Placed cells, one colour a class:
Fill, decap, tap and diode cells in grey.
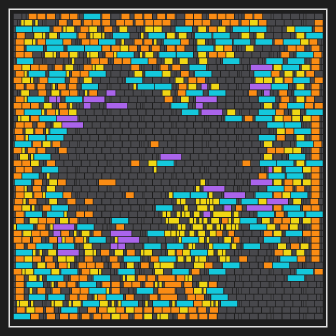
Drive-strength map:
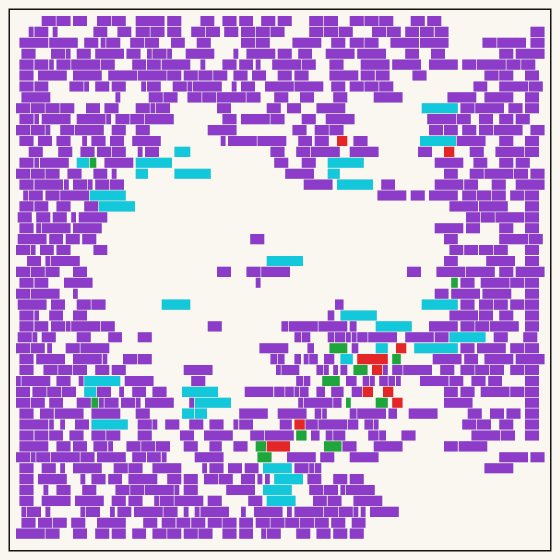
==> config.mk <==
export PLATFORM = sky130hd
export DESIGN_NAME = lsu_mem_arbiter_flat
export DESIGN_NICKNAME = d
export VERILOG_FILES = /design/src/rtl/lsu_mem_arbiter_if.sv /design/src/rtl/lsu_mem_arbiter.sv /design/src/flat_wrapper.sv
export SDC_FILE = /design/constraint.sdc
export NUM_CORES = 1
export LEC_CHECK = 0
export CAP_MARGIN = 10
export CORE_UTILIZATION = 30
export DETAILED_ROUTE_END_ITERATION = 12
export PLACE_DENSITY = 0.79
export SLEW_MARGIN = 10
export SYNTH_ARGS = -nofsm -noshare
export SYNTH_HDL_FRONTEND = slang
export SYNTH_SLANG_ARGS = --single-unit
==> constraint.sdc <==
create_clock -name clk -period 3.84 [get_ports clk]
set_clock_uncertainty 0.2 [all_clocks]
set_input_delay 0.768 -clock clk [delete_from_list [all_inputs] [get_ports clk]]
set_output_delay 0.768 -clock clk [all_outputs]
set_load 0.05 [all_outputs]
==> src/rtl/lsu_mem_arbiter_if.sv <==
// -----------------------------------------------------------------------------
// lsu_mem_arbiter_if
//   Bundles every bus signal around lsu_mem_arbiter: the two requester ports
//   (p0 = core load/store path, p1 = DMA/debug master) and the single shared
//   data-memory port.
//
//   Handshake semantics (shared by both requester ports):
//     pN_req is raised together with pN_we/addr/wdata/mask and held stable
//     until pN_gnt is seen high; the request fields are captured on the clock
//     edge that ends the pN_gnt cycle and are don't-care afterwards.
//     pN_rvalid is a one-cycle completion pulse; pN_rdata/pN_err are only
//     meaningful while pN_rvalid is high.
//     On the memory side mem_cs (active low) is held low for the whole access
//     with mem_we/addr/wdata/mask stable; mem_ack (with mem_rdata) ends it.
//
//   Modports:
//     slave  - the arbiter's view (requests and memory response in,
//              grants, completions and memory command out).
//     master - the environment's view (the mirror image).
//   dbg_state exposes the arbiter FSM state (0 IDLE, 1 BUSY, 2 RESP).
// -----------------------------------------------------------------------------
interface lsu_mem_arbiter_if #(
    parameter int AW = 32
);
    logic          p0_req;
    logic          p0_we;
    logic [AW-1:0] p0_addr;
    logic [31:0]   p0_wdata;
    logic [3:0]    p0_mask;
    logic          p0_gnt;
    logic          p0_rvalid;
    logic [31:0]   p0_rdata;
    logic          p0_err;

    logic          p1_req;
    logic          p1_we;
    logic [AW-1:0] p1_addr;
    logic [31:0]   p1_wdata;
    logic [3:0]    p1_mask;
    logic          p1_gnt;
    logic          p1_rvalid;
    logic [31:0]   p1_rdata;
    logic          p1_err;

    logic          mem_cs;
    logic          mem_we;
    logic [AW-1:0] mem_addr;
    logic [31:0]   mem_wdata;
    logic [3:0]    mem_mask;
    logic [31:0]   mem_rdata;
    logic          mem_ack;

    logic [1:0]    dbg_state;

    modport slave (
        input  p0_req, p0_we, p0_addr, p0_wdata, p0_mask,
        output p0_gnt, p0_rvalid, p0_rdata, p0_err,
        input  p1_req, p1_we, p1_addr, p1_wdata, p1_mask,
        output p1_gnt, p1_rvalid, p1_rdata, p1_err,
        output mem_cs, mem_we, mem_addr, mem_wdata, mem_mask,
        input  mem_rdata, mem_ack,
        output dbg_state
    );

    modport master (
        output p0_req, p0_we, p0_addr, p0_wdata, p0_mask,
        input  p0_gnt, p0_rvalid, p0_rdata, p0_err,
        output p1_req, p1_we, p1_addr, p1_wdata, p1_mask,
        input  p1_gnt, p1_rvalid, p1_rdata, p1_err,
        input  mem_cs, mem_we, mem_addr, mem_wdata, mem_mask,
        output mem_rdata, mem_ack,
        input  dbg_state
    );
endinterface

==> src/rtl/lsu_mem_arbiter.sv <==
// -----------------------------------------------------------------------------
// lsu_mem_arbiter
//   Shares one data-memory port between the core load/store path (port 0)
//   and a DMA/debug master (port 1). Round-robin arbitration, a single
//   outstanding transaction, active-low chip select with ack handshake and a
//   timeout that completes the transaction with an error flag.
//
//   Ports:
//     clk    - system clock, rising edge
//     rst_n  - synchronous active-low reset
//     bus    - lsu_mem_arbiter_if.slave: requester ports p0/p1, memory port,
//              FSM debug state
//
//   Parameters:
//     TIMEOUT - BUSY cycles without mem_ack before abort (2..255)
//     AW      - address width
//
//   Timing: grant is combinational in IDLE, the access runs in BUSY
//   (>= 1 cycle), completion is signalled in RESP, so one transaction takes
//   at least 3 cycles and req-to-rvalid is at least 2 cycles.
// -----------------------------------------------------------------------------
module lsu_mem_arbiter #(
    parameter int TIMEOUT = 16,
    parameter int AW      = 32
) (
    input  logic               clk,
    input  logic               rst_n,
    lsu_mem_arbiter_if.slave   bus
);

    typedef enum logic [1:0] {
        ST_IDLE = 2'd0,
        ST_BUSY = 2'd1,
        ST_RESP = 2'd2
    } state_e;

    localparam logic [7:0] CNT_LAST = 8'(TIMEOUT - 1);

    state_e        state_q;
    logic          owner_q;
    logic          last_owner_q;
    logic [7:0]    cnt_q;

    logic          mem_cs_q;
    logic          mem_we_q;
    logic [AW-1:0] mem_addr_q;
    logic [31:0]   mem_wdata_q;
    logic [3:0]    mem_mask_q;

    logic [1:0]    rvalid_q;
    logic [1:0]    err_q;
    logic [31:0]   rdata0_q;
    logic [31:0]   rdata1_q;

    logic          any_req;
    logic          winner;
    logic          grant;
    logic          done;
    logic [31:0]   resp_rdata;

    // A lone requester wins outright; under contention the port that did
    // not own the previous transaction wins.
    assign any_req = bus.p0_req | bus.p1_req;
    assign winner  = (bus.p0_req & bus.p1_req) ? ~last_owner_q : bus.p1_req;
    assign grant   = rst_n && (state_q == ST_IDLE) && any_req;

    // Ack wins over the timeout when both land in the same cycle.
    assign done       = bus.mem_ack || (cnt_q == CNT_LAST);
    // Stores and timeouts return zero data.
    assign resp_rdata = (bus.mem_ack && !mem_we_q) ? bus.mem_rdata : 32'h0;

    always_ff @(posedge clk) begin
        if (!rst_n) begin
            state_q      <= ST_IDLE;
            owner_q      <= 1'b0;
            last_owner_q <= 1'b1;
            cnt_q        <= 8'd0;
            mem_cs_q     <= 1'b1;
            mem_we_q     <= 1'b0;
            mem_addr_q   <= '0;
            mem_wdata_q  <= 32'h0;
            mem_mask_q   <= 4'h0;
            rvalid_q     <= 2'b00;
            err_q        <= 2'b00;
            rdata0_q     <= 32'h0;
            rdata1_q     <= 32'h0;
        end else begin
            rvalid_q <= 2'b00;
            case (state_q)
                ST_IDLE: begin
                    if (grant) begin
                        mem_we_q     <= winner ? bus.p1_we    : bus.p0_we;
                        mem_addr_q   <= winner ? bus.p1_addr  : bus.p0_addr;
                        mem_wdata_q  <= winner ? bus.p1_wdata : bus.p0_wdata;
                        mem_mask_q   <= winner ? bus.p1_mask  : bus.p0_mask;
                        mem_cs_q     <= 1'b0;
                        owner_q      <= winner;
                        last_owner_q <= winner;
                        cnt_q        <= 8'd0;
                        state_q      <= ST_BUSY;
                    end
                end
                ST_BUSY: begin
                    if (done) begin
                        if (owner_q) begin
                            rdata1_q <= resp_rdata;
                            err_q[1] <= ~bus.mem_ack;
                        end else begin
                            rdata0_q <= resp_rdata;
                            err_q[0] <= ~bus.mem_ack;
                        end
                        rvalid_q[owner_q] <= 1'b1;
                        mem_cs_q          <= 1'b1;
                        state_q           <= ST_RESP;
                    end else begin
                        cnt_q <= cnt_q + 8'd1;
                    end
                end
                ST_RESP: begin
                    state_q <= ST_IDLE;
                end
                default: begin
                    state_q  <= ST_IDLE;
                    mem_cs_q <= 1'b1;
                end
            endcase
        end
    end

    assign bus.p0_gnt    = grant & ~winner;
    assign bus.p1_gnt    = grant & winner;
    assign bus.p0_rvalid = rvalid_q[0];
    assign bus.p1_rvalid = rvalid_q[1];
    assign bus.p0_rdata  = rdata0_q;
    assign bus.p1_rdata  = rdata1_q;
    assign bus.p0_err    = err_q[0];
    assign bus.p1_err    = err_q[1];

    assign bus.mem_cs    = mem_cs_q;
    assign bus.mem_we    = mem_we_q;
    assign bus.mem_addr  = mem_addr_q;
    assign bus.mem_wdata = mem_wdata_q;
    assign bus.mem_mask  = mem_mask_q;

    assign bus.dbg_state = state_q;

endmodule
==> src/flat_wrapper.sv <==
// flat-port wrapper written by rule: the top's interface ports become plain ports
module lsu_mem_arbiter_flat 
#(
    parameter int TIMEOUT = 16,
    parameter int AW      = 32
)
  (clk, rst_n, bus_p0_req, bus_p0_we, bus_p0_addr, bus_p0_wdata, bus_p0_mask, bus_p0_gnt, bus_p0_rvalid, bus_p0_rdata, bus_p0_err, bus_p1_req, bus_p1_we, bus_p1_addr, bus_p1_wdata, bus_p1_mask, bus_p1_gnt, bus_p1_rvalid, bus_p1_rdata, bus_p1_err, bus_mem_cs, bus_mem_we, bus_mem_addr, bus_mem_wdata, bus_mem_mask, bus_mem_rdata, bus_mem_ack, bus_dbg_state);
  lsu_mem_arbiter_if #(.AW(AW)) bus_i ();
  input  logic clk;
  input  logic rst_n;
  input wire logic [$bits(bus_i.p0_req)-1:0] bus_p0_req;
  input wire logic [$bits(bus_i.p0_we)-1:0] bus_p0_we;
  input wire logic [$bits(bus_i.p0_addr)-1:0] bus_p0_addr;
  input wire logic [$bits(bus_i.p0_wdata)-1:0] bus_p0_wdata;
  input wire logic [$bits(bus_i.p0_mask)-1:0] bus_p0_mask;
  output wire logic [$bits(bus_i.p0_gnt)-1:0] bus_p0_gnt;
  output wire logic [$bits(bus_i.p0_rvalid)-1:0] bus_p0_rvalid;
  output wire logic [$bits(bus_i.p0_rdata)-1:0] bus_p0_rdata;
  output wire logic [$bits(bus_i.p0_err)-1:0] bus_p0_err;
  input wire logic [$bits(bus_i.p1_req)-1:0] bus_p1_req;
  input wire logic [$bits(bus_i.p1_we)-1:0] bus_p1_we;
  input wire logic [$bits(bus_i.p1_addr)-1:0] bus_p1_addr;
  input wire logic [$bits(bus_i.p1_wdata)-1:0] bus_p1_wdata;
  input wire logic [$bits(bus_i.p1_mask)-1:0] bus_p1_mask;
  output wire logic [$bits(bus_i.p1_gnt)-1:0] bus_p1_gnt;
  output wire logic [$bits(bus_i.p1_rvalid)-1:0] bus_p1_rvalid;
  output wire logic [$bits(bus_i.p1_rdata)-1:0] bus_p1_rdata;
  output wire logic [$bits(bus_i.p1_err)-1:0] bus_p1_err;
  output wire logic [$bits(bus_i.mem_cs)-1:0] bus_mem_cs;
  output wire logic [$bits(bus_i.mem_we)-1:0] bus_mem_we;
  output wire logic [$bits(bus_i.mem_addr)-1:0] bus_mem_addr;
  output wire logic [$bits(bus_i.mem_wdata)-1:0] bus_mem_wdata;
  output wire logic [$bits(bus_i.mem_mask)-1:0] bus_mem_mask;
  input wire logic [$bits(bus_i.mem_rdata)-1:0] bus_mem_rdata;
  input wire logic [$bits(bus_i.mem_ack)-1:0] bus_mem_ack;
  output wire logic [$bits(bus_i.dbg_state)-1:0] bus_dbg_state;
  assign bus_i.p0_req = bus_p0_req;
  assign bus_i.p0_we = bus_p0_we;
  assign bus_i.p0_addr = bus_p0_addr;
  assign bus_i.p0_wdata = bus_p0_wdata;
  assign bus_i.p0_mask = bus_p0_mask;
  assign bus_p0_gnt = bus_i.p0_gnt;
  assign bus_p0_rvalid = bus_i.p0_rvalid;
  assign bus_p0_rdata = bus_i.p0_rdata;
  assign bus_p0_err = bus_i.p0_err;
  assign bus_i.p1_req = bus_p1_req;
  assign bus_i.p1_we = bus_p1_we;
  assign bus_i.p1_addr = bus_p1_addr;
  assign bus_i.p1_wdata = bus_p1_wdata;
  assign bus_i.p1_mask = bus_p1_mask;
  assign bus_p1_gnt = bus_i.p1_gnt;
  assign bus_p1_rvalid = bus_i.p1_rvalid;
  assign bus_p1_rdata = bus_i.p1_rdata;
  assign bus_p1_err = bus_i.p1_err;
  assign bus_mem_cs = bus_i.mem_cs;
  assign bus_mem_we = bus_i.mem_we;
  assign bus_mem_addr = bus_i.mem_addr;
  assign bus_mem_wdata = bus_i.mem_wdata;
  assign bus_mem_mask = bus_i.mem_mask;
  assign bus_i.mem_rdata = bus_mem_rdata;
  assign bus_i.mem_ack = bus_mem_ack;
  assign bus_dbg_state = bus_i.dbg_state;
  lsu_mem_arbiter #(.TIMEOUT(TIMEOUT), .AW(AW)) u_core (.clk(clk), .rst_n(rst_n), .bus(bus_i));
endmodule
==> run summary <==
Notes on the physical implementation.

- The run finished with clean final reports.
- Measured in cells, the most critical reg-to-reg path has a length of 5.
- Including well taps, the total number of placed cells is 977.
- The data arrival time of the critical path is 2.27 ns, for reference.
- In this run the deepest clock path goes through 2 buffers.
- The number of search-and-repair iterations in the first detailed-routing pass is 6, for reference.
- The total detailed-routing wirelength is 18800 um, for reference.
- The largest fanout of any net on the critical path is 10, for reference.
- The beginning of the worst register-to-register path is u_core.bus.dbg_state[1], for reference.
- The total power of the final layout is 4.17 mW, for reference.
- The longest individual stage delay on the worst path is 0.66 ns, for reference.
- The TritonCTS clock tree is built, for reference.
- Setup repair after global routing left no endpoint under its margin.
- The static power due to leakage is 3.31 nW, for reference.
- The synthesized design spends more area on one cell type than any other, namely dfxtp_1.
- The most common logic cell in the final layout is clkdlybuf4s50_1.
- The maximum number of pins on one net before global-route repair is 77, for reference.
- The power report puts the net switching power at 1.25 mW.
- The switching part of the total is 0.300, for reference.
- The worst register-to-register path has a setup slack of 1.72 ns.
- Of the total synthesized cell area, the portion taken by AND-OR and OR-AND cells is 0.289.
- The number of antenna violations at the first check in global routing is 1, for reference.
- The power report attributes to the clock group a share of 0.387.
- The total overflow left after global routing is 0.
- Leaving out fill and tap cells, the most frequent cells in the layout are clkdlybuf4s50_1, dfxtp_1, nor2_1.
- The tally of nets with antenna violations remaining after routing is 0, for reference.
- The arithmetic-cell share of the synthesized area counting full adders, half adders and majority gates is 0.00237, for reference.
- The reported max-cap violation count is 0, for reference.
- The worst register-to-register path ends at u_core.bus.mem_wdata[3].
- The worst setup path is captured at an output port.
- The post-layout period usage of the worst path is 0.843, for reference.
- The share of the final layout cell area in multi-input gates is 0.224, for reference.
- The count of inserted tapcells is 225, for reference.
- The number of cells in the yosys synthesis report is 482, for reference.
- The H-tree depth reported by CTS is 4, for reference.
- The cell sequence reported for the critical path is clkdlybuf4s50_1, nor3b_2, o211a_2, buf_12.
- The category of the most critical setup path is input port to output port, for reference.
- Of the total synthesized cell area, the portion taken by XOR and XNOR cells is 0.00166.
- The area fraction in mux cells is 0, for reference.
- The share of synthesized area in the top cell type comes to 0.569.
- The non-clock inverters instantiated in the layout total 4.
- Ranked by total area, the top cell class in this layout is non-clock buffers.
- The power report attributes to the combinational group a share of 0.211.
- The combined flip-flop and latch cell area is 3000 um2, for reference.
- Looking at the cell usage after synthesis, the top flip-flop cell is dfxtp_1.
- In the CTS report, the clock slew at the register clock pins of the worst setup and hold paths is listed as 0.06 ns.
- The register area share after synthesis is 0.569, for reference.
- The first global-routing pass estimated 28500 um of wire.
- The total of clock buffers placed in the layout is 17, for reference.
- The net count of the mapped netlist is 658, for reference.
- The final tally of setup violations is 0, for reference.
- Per STA, the worst path accumulates the most delay in the family buffers and inverters.
- Per the detail_route report, vias per standard cell equal 5.41.
- The area of the mapped netlist is 5280 um2, for reference.
- The peak supply drop is 0.296 mV, for reference.
- The wire length per cell is 18.6 um, for reference.
- Final hold analysis gives a worst-case slack of 0.265 ns.
- In the final layout, the multi-input gates occupy 2060 um2.
- Along the worst hold path, the cell count comes to 1.
- The main combinational cell family by area after synthesis is AND-OR/OR-AND gates, for reference.
- The cell at the root of the clock tree is clkbuf_16, for reference.
- The maximum operating frequency is 0.309 GHz, for reference.
- The routed layout has 5462 vias.
- The number of warnings reported in the stage logs is 26.
- The number of multi-input combinational cells is 273, for reference.
- Per the placement log, port buffering inserted 316 buffers.
- The layout has 1506 filler cells.
- The final net count is 947, for reference.
- Ranked by total cell area, the synthesized netlist is headed by dfxtp_1, a222oi_1, a32o_1, nor2_1, clkbuf_1.
- The number of synthesis warnings is 0, for reference.
- The fraction of the core area occupied by cells at floorplan is 0.306, for reference.
- The stat command in Yosys gives a chip area of 5280 um2.
- A synthesized cell averages 11.0 um2.
- The total placed instance area is 8650 um2, for reference.
- The headroom to the max-slew limit is 0.420, for reference.
- The transition at the pin with the smallest max-transition slack is 0.867 ns, for reference.
- Gates resized during post-CTS repair numbered 0.
- The horizontal die dimension is 135 um, for reference.
- The register bit count reported by yosys is 150, for reference.
- The worst setup path is launched from an input port.
- The antenna diode count is 0, for reference.
- The final weighted congestion in routability-driven placement is 0.828, for reference.
- STA on the placed design reports a worst setup slack of 0.579 ns.
- The launch point of the worst min-delay path is recorded as u_core.bus.p0_rdata[8].
- The height of the chip is 135 um, for reference.
- The sequential share of power is 0.402, for reference.
- The final layout reports a setup TNS of 0 ns.
- The layout summary lists the proportion of cells stronger than drive strength 1 as 0.0702.
- All stages included, the depth of the critical timing path comes to 4.
- The most critical setup path has its startpoint at rst_n.
- The number of global-route vias before repair was 5396.
- The final-report hold violation count is 0, for reference.
- The number of sinks on the clock net is 150, for reference.
- After synthesis, the share of flip-flops with an asynchronous set or reset is 0.
- The library cell contributing the largest single delay on the critical path is clkdlybuf4s50_1, for reference.
- Buffers inserted during clock tree synthesis total 17.
- The layout report lists the non-clock buffer share of cell area as 0.357.
- The report puts the hold buffer count at CTS at 0.
- The time the worst path needs with I/O delays and setup is 3.24 ns, for reference.
- Of the total synthesized cell area, the portion taken by AND, OR, NAND and NOR gates is 0.0915.
Back to the opening pictures, 'placed cells, one colour a class':
[yellow] combinational and other logic | cells: 277
[purple] clock drivers and dummy loads | cells: 32
[cyan] sequential cells | cells: 150
[orange] remaining buffers and delay cells | cells: 325
final standard cell utilization of the core: 0.535
area inside the core boundary: 17200 um2
final standard cell area without fillers: 9220 um2
flop share of the area: 0.326
placement row count: 48

Back to the opening pictures, 'drive-strength map':
[green] _2 cells | cells: 13 | share: 1.7% | most used: clkinv_2
[cyan] _6 and larger | cells: 32 | share: 4.1% | most used: clkbuf_16
[red] _3 and _4 cells | cells: 10 | share: 1.3% | most used: buf_4
[purple] _0 and _1 cells | cells: 729 | share: 93% | most used: clkdlybuf4s50_1
non-clock buffer count: 325
final setup slack of the worst path: 0.603 ns
Area Growth Syn to Fin: 74.5%

[metal layers]
| layer | global-route usage | wire (um) | up-vias |
|---|---|---|---|
| li1 | - | - | 2533 |
| met1 | 0.237 | 7430 | 2657 |
| met2 | 0.338 | 9210 | 256 |
| met3 | 0.0781 | 1870 | 16 |
| met4 | 0.0574 | 258 | 0 |
| met5 | 0 | 0 | - |
[power groups by stage]
stage / sequential [mW] / combinational, mW / clock (mW)
after CTS: 1.68 / 0.884 / 1.65
after global routing: 1.69 / 0.925 / 1.73
after detailed placement: 1.71 / 0.880 / 0
final: 1.68 / 0.879 / 1.62
after floorplan: 1.96 / 0.219 / 0
after global placement: 1.71 / 0.876 / 0
Power and IR drop assume default switching activity.
